$ cat src/rtl/cpu_pkg.sv
// Shared types for the NZCV flag stage: condition codes, skid-buffer
// states and the bit positions of each flag inside a 4-bit NZCV vector.
package cpu_pkg;

  // Bit positions within an NZCV vector
  localparam int NZCV_N = 3;
  localparam int NZCV_Z = 2;
  localparam int NZCV_C = 1;
  localparam int NZCV_V = 0;

  // Condition codes, encoded as presented on i_cond
  typedef enum logic [3:0] {
    EQ = 4'd0,
    NE = 4'd1,
    CS = 4'd2,
    CC = 4'd3,
    MI = 4'd4,
    PL = 4'd5,
    VS = 4'd6,
    VC = 4'd7,
    HI = 4'd8,
    LS = 4'd9,
    GE = 4'd10,
    LT = 4'd11,
    GT = 4'd12,
    LE = 4'd13,
    AL = 4'd14,
    NV = 4'd15
  } cond_e;

  // Skid buffer occupancy: EMPTY = nothing held, BUSY = main only,
  // FULL = main and skid both hold entries
  typedef enum logic [1:0] {
    ST_EMPTY = 2'd0,
    ST_BUSY  = 2'd1,
    ST_FULL  = 2'd2
  } state_e;

endpackage

$ cat src/rtl/cond_eval.sv
// Combinational condition-code evaluator: decides whether a condition
// holds for a given NZCV flag vector. Codes 14 and 15 always hold.
module cond_eval
  import cpu_pkg::*;
(
  input  logic [3:0] i_flags,
  input  logic [3:0] i_cond,
  output logic       o_taken
);

  logic w_n;
  logic w_z;
  logic w_c;
  logic w_v;
  logic w_ge;
  logic w_hi;
  logic w_gt;

  assign w_n  = i_flags[NZCV_N];
  assign w_z  = i_flags[NZCV_Z];
  assign w_c  = i_flags[NZCV_C];
  assign w_v  = i_flags[NZCV_V];
  assign w_ge = (w_n == w_v);
  assign w_hi = w_c & ~w_z;
  assign w_gt = ~w_z & w_ge;

  // Decode the condition code against the flags
  always_comb begin
    o_taken = 1'b1;
    case (cond_e'(i_cond))
      EQ:      o_taken = w_z;
      NE:      o_taken = ~w_z;
      CS:      o_taken = w_c;
      CC:      o_taken = ~w_c;
      MI:      o_taken = w_n;
      PL:      o_taken = ~w_n;
      VS:      o_taken = w_v;
      VC:      o_taken = ~w_v;
      HI:      o_taken = w_hi;
      LS:      o_taken = ~w_hi;
      GE:      o_taken = w_ge;
      LT:      o_taken = ~w_ge;
      GT:      o_taken = w_gt;
      LE:      o_taken = ~w_gt;
      default: o_taken = 1'b1;
    endcase
  end

endmodule

$ cat src/rtl/nzcv_flag_stage.sv
// NZCV flag stage: a 2-entry skid buffer carrying ALU results, with the
// condition outcome of each operation evaluated against the architectural
// flag register at the moment the operation is accepted.
// Optional feature: define NZCV_FLAG_STAGE_STATS_EN to add o_taken_cnt,
// a saturating count of emitted entries whose condition was taken.
//
// Handshake: a transfer happens on a rising edge where valid && ready are
// both high. The producer holds valid and its payload until that edge;
// o_ready depends only on registered state, never on i_ready, and o_result /
// o_taken stay stable while o_valid is high and i_ready is low.
module nzcv_flag_stage
  import cpu_pkg::*;
#(
  parameter int N = 64
) (
  input  logic         i_clk,
  input  logic         i_rst,
  input  logic         i_valid,
  output logic         o_ready,
  input  logic [N-1:0] i_result,
  input  logic [3:0]   i_nzcv,
  input  logic         i_set_flags,
  input  logic [3:0]   i_cond,
  output logic         o_valid,
  input  logic         i_ready,
  output logic [N-1:0] o_result,
  output logic         o_taken,
  output logic [3:0]   o_flags,
  output state_e       o_dbg_state
`ifdef NZCV_FLAG_STAGE_STATS_EN
  ,
  output logic [31:0]  o_taken_cnt
`endif
);

  state_e       r_state;
  state_e       w_state_nxt;
  logic [N-1:0] r_main_result;
  logic         r_main_taken;
  logic [N-1:0] r_skid_result;
  logic         r_skid_taken;
  logic [3:0]   r_flags;

  logic         w_accept;
  logic         w_emit;
  logic         w_taken;
  logic         w_load_main_new;
  logic         w_load_main_skid;
  logic         w_load_skid;

  assign o_ready     = (r_state != ST_FULL);
  assign o_valid     = (r_state != ST_EMPTY);
  assign o_result    = r_main_result;
  assign o_taken     = r_main_taken;
  assign o_flags     = r_flags;
  assign o_dbg_state = r_state;

  assign w_accept = i_valid & o_ready;
  assign w_emit   = o_valid & i_ready;

  // Condition is judged against the flags as they stand before this
  // operation's own flag update
  cond_eval u_cond_eval (
    .i_flags (r_flags),
    .i_cond  (i_cond),
    .o_taken (w_taken)
  );

  // Next-state and buffer load decisions
  always_comb begin
    w_state_nxt      = r_state;
    w_load_main_new  = 1'b0;
    w_load_main_skid = 1'b0;
    w_load_skid      = 1'b0;
    case (r_state)
      ST_EMPTY: begin
        if (w_accept) begin
          w_state_nxt     = ST_BUSY;
          w_load_main_new = 1'b1;
        end
      end
      ST_BUSY: begin
        if (w_accept && !w_emit) begin
          w_state_nxt = ST_FULL;
          w_load_skid = 1'b1;
        end else if (w_emit && !w_accept) begin
          w_state_nxt = ST_EMPTY;
        end else if (w_emit && w_accept) begin
          w_state_nxt     = ST_BUSY;
          w_load_main_new = 1'b1;
        end
      end
      ST_FULL: begin
        if (w_emit) begin
          w_state_nxt      = ST_BUSY;
          w_load_main_skid = 1'b1;
        end
      end
      default: w_state_nxt = ST_EMPTY;
    endcase
  end

  // State register
  always_ff @(posedge i_clk) begin
    if (i_rst) r_state <= ST_EMPTY;
    else       r_state <= w_state_nxt;
  end

  // Main and skid entry storage
  always_ff @(posedge i_clk) begin
    if (i_rst) begin
      r_main_result <= '0;
      r_main_taken  <= 1'b0;
      r_skid_result <= '0;
      r_skid_taken  <= 1'b0;
    end else begin
      if (w_load_main_new) begin
        r_main_result <= i_result;
        r_main_taken  <= w_taken;
      end else if (w_load_main_skid) begin
        r_main_result <= r_skid_result;
        r_main_taken  <= r_skid_taken;
      end
      if (w_load_skid) begin
        r_skid_result <= i_result;
        r_skid_taken  <= w_taken;
      end
    end
  end

  // Architectural flag register, written by accepted flag-setting ops
  always_ff @(posedge i_clk) begin
    if (i_rst)                       r_flags <= 4'b0000;
    else if (w_accept && i_set_flags) r_flags <= i_nzcv;
  end

`ifdef NZCV_FLAG_STAGE_STATS_EN
  logic [31:0] r_taken_cnt;
  assign o_taken_cnt = r_taken_cnt;

  // Saturating count of emitted entries whose condition held
  always_ff @(posedge i_clk) begin
    if (i_rst) begin
      r_taken_cnt <= 32'd0;
    end else if (w_emit && r_main_taken && (r_taken_cnt != 32'hFFFF_FFFF)) begin
      r_taken_cnt <= r_taken_cnt + 32'd1;
    end
  end
`endif

endmodule

$ cat config.mk
export PLATFORM = sky130hd
export DESIGN_NAME = nzcv_flag_stage
export DESIGN_NICKNAME = d
export VERILOG_FILES = /design/src/rtl/cpu_pkg.sv /design/src/rtl/cond_eval.sv /design/src/rtl/nzcv_flag_stage.sv
export SDC_FILE = /design/constraint.sdc
export NUM_CORES = 1
export LEC_CHECK = 0
export ABC_AREA = 1
export CORE_MARGIN = 4
export CORE_UTILIZATION = 53
export DETAILED_ROUTE_END_ITERATION = 6
export HOLD_SLACK_MARGIN = 0.05
export PLACE_DENSITY_LB_ADDON = 0.25
export RECOVER_POWER = 100
export SYNTH_ARGS = -nofsm -noshare
export SYNTH_HDL_FRONTEND = slang
export SYNTH_HIERARCHICAL = 1
export SYNTH_SLANG_ARGS = --single-unit
export TNS_END_PERCENT = 20
$ cat constraint.sdc
create_clock -name i_clk -period 2.5 [get_ports i_clk]
set_input_delay 0.375 -clock i_clk [delete_from_list [all_inputs] [get_ports i_clk]]
set_output_delay 0.375 -clock i_clk [all_outputs]
set_load 0.01 [all_outputs]
==> run_1/final_clocks.png <==
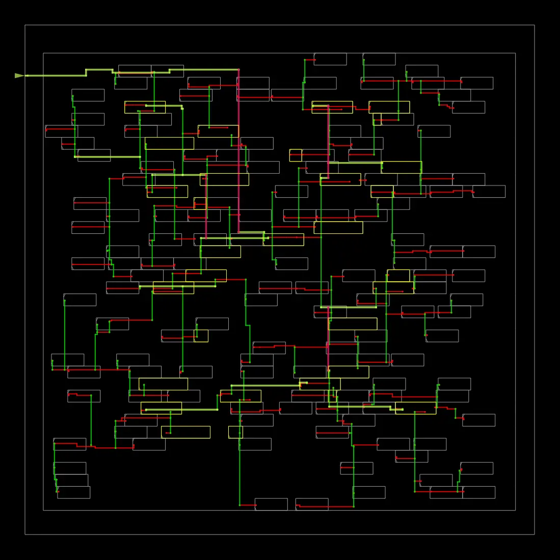
clock buffers: 19
total clock sinks: 136
Fin Clk Skew: 5.781 ps
CTS Buf Count: 17

==> run_1/met1.png <==
Bar = 20 um. Cells faint in the background.
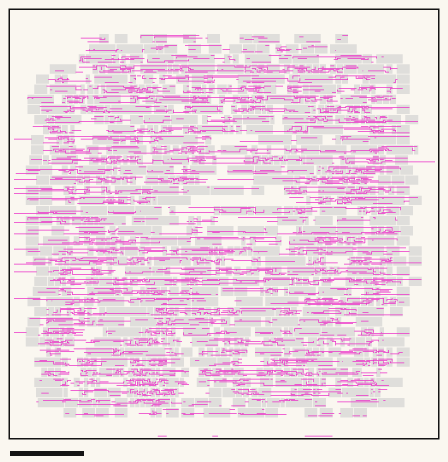
- nets with wire on the layer: 921
- share of all routed wire: 41%
final wirelength: 17100 um
routed via count: 6204
met1 Track Usage GR: 33.38%

==> results.toml, run 1 <==
# synthesis and place-and-route metrics
[synth]
syn_nets = 898
syn_avg_cell_area_um2 = 7.413
synth_area_mm2 = 0.006086
synth_cell_types = 18
yosys_area_mm2 = 0.006086
netlist_instances = 821
yosys_cells = 821
ys_warn_count = 6

[final_timing]
report.final.slew_viol_count = 0
min_period_ps = 2222
rsz0062_at_grt = "false"
max_slew.worst_pin.slew_ps = 735.4
tns_ps = 0

[placement]
gp_congestion = 0.8796
hpwl_um = 10820
dpl_cell_area_mm2 = 0.007621

[clocking]
cts_resized = 0
clock_path_buffers = 2
cts_hold_buf = 0
htree_levels = 4
clock_latency_ps = 410
cts_tree = "yes"
postCtsSetupRepairBufs = 0

[power_and_ir_drop]
p_comb_share_pct = 13.9
switching_share_pct = 23.71
vdd.ir_drop.worst_v = 0.0003778
power.density_mw_per_mm2 = 733.4

[global_route]
gr-total-overflow = 0
grt_pass1_vias = 5952
grt_max_degree = 71

[layout]
fin_util_pct = 74.88
area.growth.synth_to_final_pct = 35.71
final_cell_area_mm2 = 0.008259
final_layout_size_suffix_gt1_share_pct = 6.118

[critical_path]
r2r_cells = 6
cp-end-kind = "output pin"
critical_path.max_fanout = 8
r2r_end = "o_result[39]"
cp_data_arrival_time_ps = 1850

[route]
initialDrtViolationCount = 535
ant_nets = 0
route.detailed.drc = 0
wl_per_cell_um = 15.72

[worst_hold_path]
min_from = "r_skid_result[17]"

[floorplanning]
die_h_um = 115.2
die_w_um = 115.2
coreArea_mm2 = 0.01103

[job]
tool_warnings = 26
maxCapViolations = 0

[run_status]
outcome = "complete, no violations"
==> run_1/met3.png <==
Bar = 20 um.
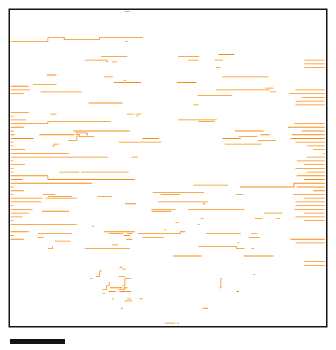
- main direction: horizontal
- wire length on this layer: 1390 um
GR Layer Usage met3: 7.105%

[run 1: per-layer routing]
layer	wire length [um]	share of wire (%)	up-vias	global-route usage (%)
met5	0	0	-	0
met4	429	2.5	0	9.624
met3	1388	8.1	44	7.105
met2	8356	49	281	41.86
met1	6925	40	2892	33.38
li1	-	-	2987	-
[run 1: power by group through the flow]
stage,Combinational (mW),Sequential (mW),Clock [mW]
6_report,0.843,2.37,2.85
5_1_grt,0.927,2.38,2.98
4_1_cts,0.896,2.37,2.89
3_5_place_dp,0.884,2.42,0
3_3_place_gp,0.857,2.41,0
2_1_floorplan,0.416,2.45,0
[run 1: synth_stat cells, drive strengths merged]
cell,number,area (um^2)
dfxtp,136,2723
o21ai,133,665.6
a21oi,126,630.6
nand2,101,386.6
inv,83,311.5
nand3,80,400.4
nand3b,62,465.5
buf,48,296.5
nor2,26,100.1
clkbuf,22,82.58
nand4,3,18.77
nor3,1,5.000
[run 1: logic make-up after synthesis]
kind of cell / synth area share (%)
simple gates: 22.62
buf+inv: 11.35
compound gates: 21.30
flops: 44.74
[run 1: sequential cells by signal, summed over array words and instances (netlist names)]
signal	flops
o_result	64
o_flags	4
r_skid_result	64
o_dbg_state	2
o_taken	1
r_skid_taken	1
[run 1: how the worst max path moves through the flow]
stage / start / end / slack (ps) / cells past startpoint
5_1_grt: i_ready / o_result[39] / 150 / 8
2_1_floorplan: o_dbg_state[1] / r_skid_result[44] / 1210 / 5
4_1_cts: o_dbg_state[1] / o_ready / 380 / 5
3_3_place_gp: i_ready / o_result[12] / 390 / 7
3_5_place_dp: i_ready / o_result[29] / 320 / 7
6_report: o_dbg_state[1] / o_ready / 280 / 5
[run 1: worst max-delay path: stages (launching register included)]
cell and delay [ps]:
dfxtp_1 300, buf_4 170, inv_1 70, nor2_1 220, inv_1 70, dlygate4sd3_1 600
[run 1: stage by stage]
step	worst slack, ps	hold slack, ps	power, mW	cells
4_1_cts	379.5	454.1	6.155	1088
6_report	277.6	448.8	6.058	1088
2_1_floorplan	1212	424.6	2.865	821
3_5_place_dp	323.4	444.4	3.301	1057
3_3_place_gp	389.0	434.5	3.271	1057
5_1_grt	151.0	473.4	6.294	1088
[run 1: cell type report]
cell class | count | area, um^2
fillers | 829 | 2771
flip-flops and latches | 136 | 2723
multi-input cells | 532 | 2690
repair buffers | 166 | 1684
clock buffers | 19 | 452.9
inverters | 83 | 311.5
clock inverters | 12 | 222.7
well taps | 140 | 175.2
[run 1: cell usage in the layout, fill, tap and decap left out]
cell	instances
clkdlybuf4s50_1	74
nand4_1	3
inv_1	79
nand3_1	79
nor3_1	1
clkbuf_8	2
nand3_4	1
nor2_4	1
o21ai_1	16
clkinv_2	2
clkbuf_2	2
clkinv_4	2
a21oi_1	126
clkbuf_16	17
nand3b_1	62
buf_12	6
dfxtp_1	136
nor2_1	25
buf_4	8
clkbuf_4	1
dlygate4sd3_1	74
nand2_1	98
clkinvlp_4	2
buf_2	1
bufinv_16	6
inv_2	4
nand2_2	3
o21ai_0	117
==> run 2, diff against run 1 <==
--- a/config.mk
+++ b/config.mk
@@ -7,7 +7,7 @@
 export LEC_CHECK = 0
 export ABC_AREA = 1
 export CORE_MARGIN = 4
-export CORE_UTILIZATION = 53
+export CORE_UTILIZATION = 40
 export DETAILED_ROUTE_END_ITERATION = 6
 export HOLD_SLACK_MARGIN = 0.05
 export PLACE_DENSITY_LB_ADDON = 0.25
==> results.toml, run 2 <==
# synthesis and place-and-route metrics
[power_and_ir_drop]
total_power_mw = 5.560
p_comb_share_pct = 14.8
switching_share_pct = 25.12

[route]
ant_nets = 0
route.detailed.drc = 0
initialDrtViolationCount = 406

[job]
tool_warnings = 26

[synth]
yosys.cell_count.top_type = "dfxtp_1"
synth_area_mm2 = 0.006086
async_flop_share_pct = 0
edf_count = 0
syn_avg_cell_area_um2 = 7.413
yosys_area_mm2 = 0.006086
yosysTopAreaCellShare_pct = 44.74
syn_nets = 898
area_leaders = "dfxtp_1, a21oi_1, o21ai_1"

[clocking]
postCtsSetupRepairBufs = 0
clock_latency_ps = 420
cts_resized = 0
cts_tree = "yes"
clock_path_buffers = 2
cts_sinks = 136

[global_route]
grt_pass1_vias = 5387
grt_max_degree = 92

[placement]
gp_congestion = 0.8010

[critical_path]
crit_buf_inv = 3
crit_end = "o_result[23]"
cp.depth = 7
cp_top_family = "buffers and inverters"
r2r_end = "o_result[61]"
r2r_cells = 6

[layout]
stdcell_count = 1131
lay_top_count = "dfxtp_1"
lay_top_cells = "dfxtp_1, a21oi_1, nand2_1, o21ai_0"

[run_status]
outcome = "complete, no violations"

[floorplanning]
die_h_um = 131.3

[final_timing]
min_period_ps = 2240
rsz0062_at_grt = "false"
-- run 2: power groups by stage --
stage | Combinational, mW | Clock [mW] | Sequential (mW)
after global routing | 0.915 | 2.53 | 2.38
after CTS | 0.879 | 2.42 | 2.37
after floorplan | 0.416 | 0 | 2.45
after detailed placement | 0.873 | 0 | 2.42
after global placement | 0.868 | 0 | 2.41
final | 0.822 | 2.37 | 2.37
-- run 2: per-layer routing --
metal  part of all wire (%)  vias up  wire length (um)  track usage [%]
met1                     48     2634              7880            26.33
met3                    5.5       22               894            5.275
met5                      0        -                 0                0
met2                     45      160              7363            28.60
met4                    1.6        0               257            6.709
li1                       -     2975                 -                -
-- run 2: cells by family (layout without fill, tap and decap cells) --
| group | count (synthesis) | count (layout) | synth area share [%] |
|---|---|---|---|
| and+or+nand+nor | 273 | 273 | 22.62 |
| AOI/OAI and AO/OA | 259 | 259 | 21.30 |
| buffers and inverters | 153 | 279 | 11.35 |
| DFF | 136 | 136 | 44.74 |
-- run 2: worst min-delay path: cells and delay by family (launching register included) --
kind | cells | cell delay, ps
compound gates | 1 | 50
buf+inv | 1 | 50
flops | 1 | 290
-- run 2: area by class of cell --
cell class	count	area, um^2
clock inverters	6	37.54
well taps	184	230.2
inverters	83	311.5
multi-input cells	532	2703
flip-flops and latches	136	2723
clock buffers	25	535.5
fillers	1410	6538
repair buffers	165	1622
-- run 2: worst min path at each step --
stage,depth (start not counted),from,to,slack (ps)
after CTS,2,r_skid_result[35],r_skid_result[35],450
after global placement,2,r_skid_result[37],r_skid_result[37],440
after detailed placement,2,r_skid_result[38],r_skid_result[38],440
after global routing,2,r_skid_result[37],r_skid_result[37],460
final,2,r_skid_result[37],r_skid_result[37],440
after floorplan,2,r_skid_result[35],r_skid_result[35],420
-- run 2: per-stage QoR --
step | instance area, um^2 | hold slack (ps) | util (%) | worst slack [ps]
2_1_floorplan | 6086 | 424.6 | - | 1212
3_3_place_gp | 7631 | 435.5 | 51.92 | 361.6
5_1_grt | 8162 | 464.6 | 55.52 | 55.11
3_5_place_dp | 7631 | 441.0 | 51.92 | 276.0
6_report | 8162 | 444.9 | 55.52 | 259.8
4_1_cts | 8204 | 449.9 | 55.81 | 235.4
==> run_2/met2.png <==
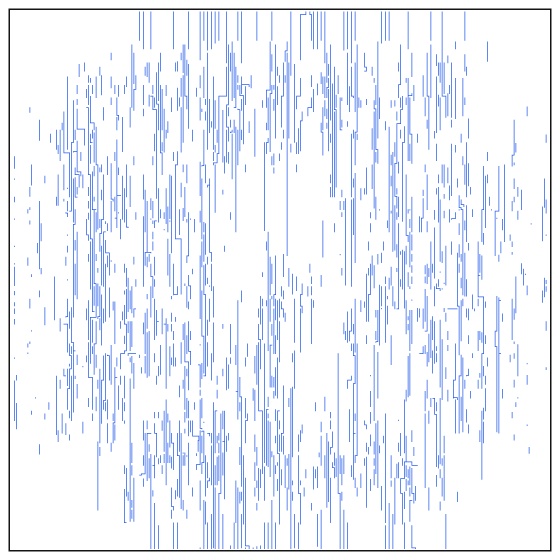
- wire length on this layer: 7360 um
- main direction: vertical
final wirelength: 16400 um
met2 Usage GRT: 28.60%
routed via count: 5791

==> run 3, diff against run 2 <==
--- a/config.mk
+++ b/config.mk
@@ -10,6 +10,7 @@
 export CORE_UTILIZATION = 40
 export DETAILED_ROUTE_END_ITERATION = 6
 export HOLD_SLACK_MARGIN = 0.05
+export MAX_ROUTING_LAYER = met4
 export PLACE_DENSITY_LB_ADDON = 0.25
 export RECOVER_POWER = 100
 export SYNTH_ARGS = -nofsm -noshare
==> results.toml, run 3 <==
# synthesis and place-and-route metrics
[job]
tool_warnings = 26

[route]
initialDrtViolationCount = 374
ant_nets = 0
routed_wl_um = 16420

[power_and_ir_drop]
switching_share_pct = 25.27
total_power_mw = 5.571
p_comb_share_pct = 14.8

[layout]
lay_top_count = "dfxtp_1"
fin_util_pct = 55.52
final_cell_area_mm2 = 0.008162
lay_top_cells = "dfxtp_1, a21oi_1, nand2_1, o21ai_0"

[placement]
dpl_cell_area_mm2 = 0.007631
gp_congestion = 0.8126

[synth]
async_flop_share_pct = 0
syn_nets = 898
edf_count = 0
yosys_area_mm2 = 0.006086
synth_area_mm2 = 0.006086
area_leaders = "dfxtp_1, a21oi_1, o21ai_1"
yosysTopAreaCellShare_pct = 44.74
syn_avg_cell_area_um2 = 7.413

[clocking]
postCtsSetupRepairBufs = 0
cts_resized = 0
cts_tree = "yes"
clock_latency_ps = 420
clock_path_buffers = 2

[global_route]
grt_pass1_vias = 5396

[floorplanning]
die_h_um = 131.3

[final_timing]
rsz0062_at_grt = "false"

[run_status]
outcome = "complete, no violations"
run 3: cell counts after synthesis:
Identical to the previous run, type by type.
run 3: cell type report:
type,instances,area (um^2)
Inverter,83,311.5
Fill cell,1410,6538
Sequential cell,136,2723
Clock inverter,6,37.54
Clock buffer,25,535.5
Timing Repair Buffer,165,1622
Multi-Input combinational cell,532,2703
Tap cell,184,230.2
run 3: per-stage QoR:
stage | hold WS [ps] | worst slack [ps] | cells
after floorplan | 424.6 | 1212 | 821
after detailed placement | 441.0 | 276.0 | 1100
final | 444.6 | 265.2 | 1131
after global routing | 464.6 | 54.74 | 1131
after CTS | 449.9 | 235.4 | 1131
after global placement | 435.5 | 361.6 | 1100
run 3: power groups by stage:
stage | clock network [mW] | logic [mW] | registers [mW]
floorplan | 0 | 0.416 | 2.45
global placement | 0 | 0.868 | 2.41
detailed placement | 0 | 0.873 | 2.42
CTS | 2.42 | 0.879 | 2.37
global route | 2.53 | 0.915 | 2.38
finish | 2.38 | 0.822 | 2.37
run 3: kinds of logic (layout without fill, tap and decap cells):
logic type             count (synthesis)  in the layout  share of synthesized area [%]
and+or+nand+nor                      273            273                          22.62
AOI/OAI and AO/OA                    259            259                          21.30
buffers and inverters                153            279                          11.35
DFF                                  136            136                          44.74
run 3: tightest hold or removal path, cell delays in order, from the launching register on:
cell,delay (ps)
dfxtp_1,290
inv_1,50
a21oi_1,50
run 3: per-layer routing:
layer / share of wire, % / vias up / track usage, %
met5: 0 / - / -
met4: 1.8 / 0 / 6.534
met3: 5.9 / 29 / 5.199
met2: 45 / 156 / 28.66
met1: 48 / 2620 / 26.42
li1: - / 2977 / -
run 3: final timing paths:
kind / from / endpoint / slack (ps) / cells after the start
setup / recovery: i_valid / o_result[39] / 270 / 7
hold / removal: r_skid_result[37] / r_skid_result[37] / 440 / 2
setup reg to reg: o_dbg_state[1] / o_result[61] / 310 / 6
hold reg to reg: r_skid_result[37] / r_skid_result[37] / 440 / 2
==> run_3/met1.png <==
Bar = 50 um. Cells faint in the background.
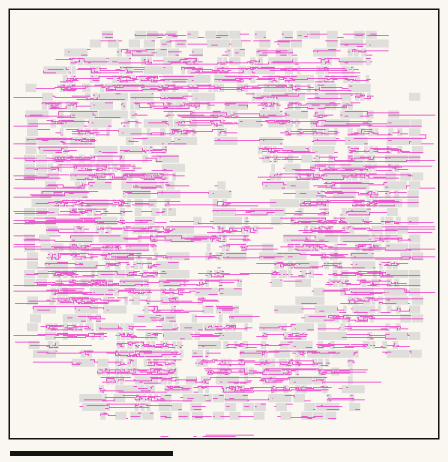
- share of all routed wire: 48%
- longest straight run: 38.6 um
routed via count: 5782
met1 Track Usage GR: 26.42%

No activity file was given, so power comes from the tool's default toggle rates.
